$ cat src/rtl/tmds_channel_encoder.sv
// tmds_channel_encoder: DVI TMDS 8b/10b channel encoder, 2-stage pipeline.
// Optional: define TMDS_DISPARITY_DBG_EN for disp_dbg port and cnt check.
module tmds_channel_encoder #(
   parameter logic [1:0] RST_CD = 2'b00
) (
   input  logic       pixclk,
   input  logic       rst,
   input  logic       VDE,
   input  logic [1:0] CD,
   input  logic [7:0] D,
   output logic [9:0] TMDS
`ifdef TMDS_DISPARITY_DBG_EN
   ,
   output logic signed [4:0] disp_dbg
`endif
);

   function automatic logic [9:0] ctl_code(input logic [1:0] cd);
      logic [9:0] c;
      case (cd)
         2'b00:   c = 10'b1101010100;
         2'b01:   c = 10'b0010101011;
         2'b10:   c = 10'b0101010100;
         default: c = 10'b1010101011;
      endcase
      return c;
   endfunction

   logic [3:0] d_ones;
   logic       use_xnor;
   logic [8:0] q_m_c;

   logic       s1_vde;
   logic [1:0] s1_cd;
   logic [8:0] s1_qm;

   logic [3:0]        n1;
   logic [3:0]        n0;
   logic signed [4:0] diff;
   logic signed [4:0] cnt;
   logic signed [4:0] cnt_nxt;
   logic [9:0]        tmds_nxt;
   logic              case_a;
   logic              case_b;
   logic              q8;
   logic [7:0]        q;

   // Transition minimisation: choose XOR or XNOR chain from D's ones count
   always_comb begin
      d_ones = 4'd0;
      for (int i = 0; i < 8; i++) begin
         d_ones = d_ones + {3'b000, D[i]};
      end
      use_xnor = (d_ones > 4'd4) || ((d_ones == 4'd4) && !D[0]);
      q_m_c    = 9'd0;
      q_m_c[0] = D[0];
      for (int i = 1; i < 8; i++) begin
         q_m_c[i] = use_xnor ? ~(q_m_c[i-1] ^ D[i])
                             :  (q_m_c[i-1] ^ D[i]);
      end
      q_m_c[8] = ~use_xnor;
   end

   // Stage 1 register: q_m plus the aligned VDE and control symbol
   always_ff @(posedge pixclk) begin
      if (rst) begin
         s1_vde <= 1'b0;
         s1_cd  <= RST_CD;
         s1_qm  <= 9'd0;
      end else begin
         s1_vde <= VDE;
         s1_cd  <= CD;
         s1_qm  <= q_m_c;
      end
   end

   // DC balance: pick inversion from running disparity and q_m balance
   always_comb begin
      q8 = s1_qm[8];
      q  = s1_qm[7:0];
      n1 = 4'd0;
      for (int i = 0; i < 8; i++) begin
         n1 = n1 + {3'b000, q[i]};
      end
      n0   = 4'd8 - n1;
      diff = $signed({1'b0, n1}) - $signed({1'b0, n0});
      case_a = (cnt == 5'sd0) || (n1 == n0);
      case_b = !case_a &&
               (((cnt > 5'sd0) && (n1 > n0)) ||
                ((cnt < 5'sd0) && (n0 > n1)));
      tmds_nxt = ctl_code(s1_cd);
      cnt_nxt  = 5'sd0;
      if (s1_vde) begin
         unique case (1'b1)
            case_a: begin
               tmds_nxt = {~q8, q8, q8 ? q : ~q};
               cnt_nxt  = q8 ? (cnt + diff) : (cnt - diff);
            end
            case_b: begin
               tmds_nxt = {1'b1, q8, ~q};
               cnt_nxt  = cnt + (q8 ? 5'sd2 : 5'sd0) - diff;
            end
            default: begin
               tmds_nxt = {1'b0, q8, q};
               cnt_nxt  = cnt - (q8 ? 5'sd0 : 5'sd2) + diff;
            end
         endcase
      end
   end

   // Stage 2 register: output character and running disparity
   always_ff @(posedge pixclk) begin
      if (rst) begin
         TMDS <= ctl_code(RST_CD);
         cnt  <= 5'sd0;
      end else begin
         TMDS <= tmds_nxt;
         cnt  <= cnt_nxt;
      end
   end

`ifdef TMDS_DISPARITY_DBG_EN
   assign disp_dbg = cnt;

   // Disparity must stay even and bounded to fit the 5-bit counter
   always @(posedge pixclk) begin
      if (!rst) begin
         assert (!cnt[0] && (cnt >= -5'sd10) && (cnt <= 5'sd10));
      end
   end
`endif

endmodule

$ cat config.mk
export PLATFORM = sky130hd
export DESIGN_NAME = tmds_channel_encoder
export DESIGN_NICKNAME = d
export VERILOG_FILES = /design/src/rtl/tmds_channel_encoder.sv
export SDC_FILE = /design/constraint.sdc
export NUM_CORES = 1
export LEC_CHECK = 0
export CAP_MARGIN = 30
export CORE_MARGIN = 1
export CORE_UTILIZATION = 40
export CTS_CLUSTER_DIAMETER = 80
export DETAILED_ROUTE_END_ITERATION = 10
export PLACE_DENSITY = 0.71
export RECOVER_POWER = 100
export SETUP_SLACK_MARGIN = 0.15
export SYNTH_ARGS = -nofsm -noshare
export SYNTH_HDL_FRONTEND = slang
export SYNTH_SLANG_ARGS = --single-unit
$ cat constraint.sdc
create_clock -name pixclk -period 7.9 [get_ports pixclk]
set_input_delay 1.58 -clock pixclk [delete_from_list [all_inputs] [get_ports pixclk]]
set_output_delay 1.58 -clock pixclk [all_outputs]
set_load 0.01 [all_outputs]
Figure 1. Power grid.
Scale bar: 20 um. Pins as bars on the die edge. Tap cells in gray.
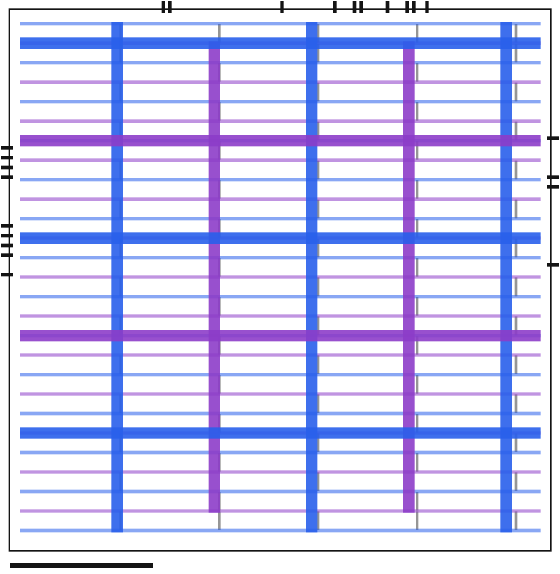
Key: purple = VDD; blue = VSS
5 straps on met5. The core has 26 rows. 27 met1 rails follow the rows. 23 signal pins sit on the boundary. 5 straps on met4.
core area: 0.00514 sq mm
die extent in x: 75.4 um
Die Y: 75.4 um

Figure 2. Placed cells, one color a class.
Scale bar: 20 um.
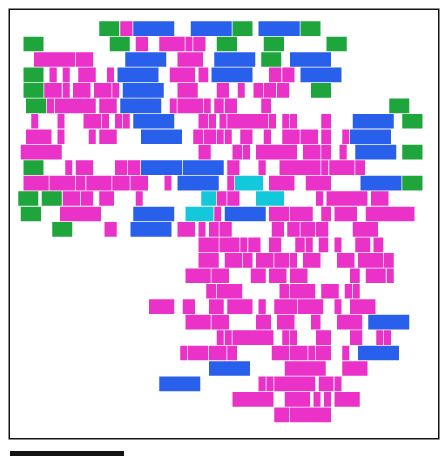
Key: green = other buffers and delay cells [cells 22]; blue = flip-flops [cells 27]; cyan = clock drivers and dummy loads [cells 4]; magenta = all other logic [cells 201]

Figure 3. Clock distribution.
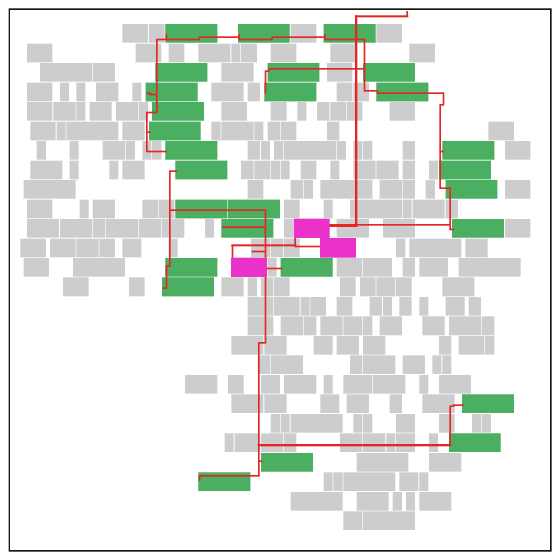
Key: red = clock wires [length 319 um]; magenta = cells driving clock nets [count 3]; green = flip-flops [count 27]
There are 4 routed clock nets.

==> results_dict.tcl <==
# implementation run metrics
set metrics [dict create \
    placed_cells 320 \
    critPathRequiredTime_ns 8.09 \
    gr-total-overflow 0 \
    largestClassByArea "logic gates" \
    inverters 39 \
    adder_share_pct 26.0 \
    htree_levels 1 \
    netlist_top_cells_count "inv_1, dfxtp_1, ha_1, nor2_1, xnor2_1" \
    design_area_sq_mm 0.00246 \
    clockBufferDepth 2 \
    rr_endpoint "TMDS[0]$_SDFF_PP0_" \
    ys.flops 27 \
    status "finished clean" \
    grt_use_met2_pct 21.4 \
    synth_area_per_cell_sq_um 9.20 \
    wirelength_met1_um 1910 \
    yosys.stat.seqShare_pct 25.1 \
    synth.net_count 284 \
    wirelength_um 3690 \
    clockRootBuffer "clkbuf_8" \
    syn-cell-area_sq_mm 0.00215 \
    topCellsByArea "dfxtp_1, ha_1, fa_1, inv_1, xnor2_1" \
    rsz0062_at_grt "false" \
    grt_pass1_vias 1391 \
    clkCellAreaFrac_pct 1.99 \
    dieArea_sq_mm 0.00568 \
    largest_registers "TMDS (10), s1_qm (9), cnt (4)" \
    ys_chip_area_sq_mm 0.00215 \
    post-route-util_pct 47.8 \
    worstSetupStartpointType "flop" \
    drt_pre_antenna_iters 4 \
    largest_register_ffs 10 \
    fillCellCount 521 \
    warnings 34 \
    grt_max_degree 22 \
    nNetsFinal 305 \
]
Figure 4. Routed metal, one color a layer.
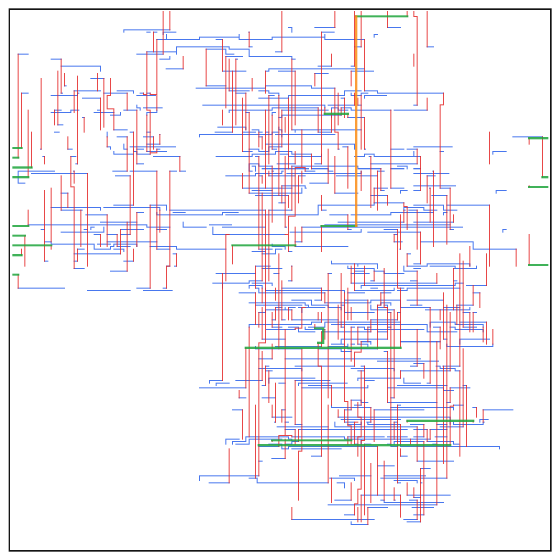
Key: red = met2 [wire length 1,630 um]; orange = met4 [wire length 29.2 um]; blue = met1 [wire length 1,910 um]; green = met3 [wire length 122 um]

Figure 5. Track usage over the die.
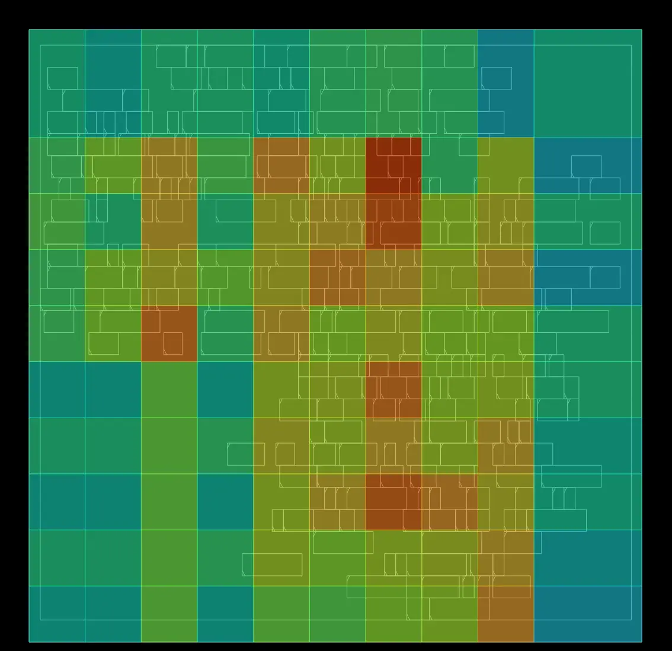
GR peak layer: met2
Routed WL per cell: 11.4 um

critical path, stage by stage, from the launching register on:
cell and delay (ns):
dfxtp_1 0.35, inv_1 0.07, fa_1 0.55, fa_1 0.42
fa_1 0.44, inv_1 0.06, ha_1 0.16, inv_1 0.06
fa_1 0.64, nor2b_1 0.25, inv_1 0.15, ha_1 0.38
nor2_1 0.13, mux2i_1 0.09, o22ai_1 0.70, o21ai_0 0.73
or3_1 0.53, a31oi_1 0.19
metrics by stage:
stage	worst slack [ns]
5_1_grt	1.41
4_1_cts	2.45
6_report	1.92
2_1_floorplan	2.81
3_3_place_gp	2.48
3_5_place_dp	2.46
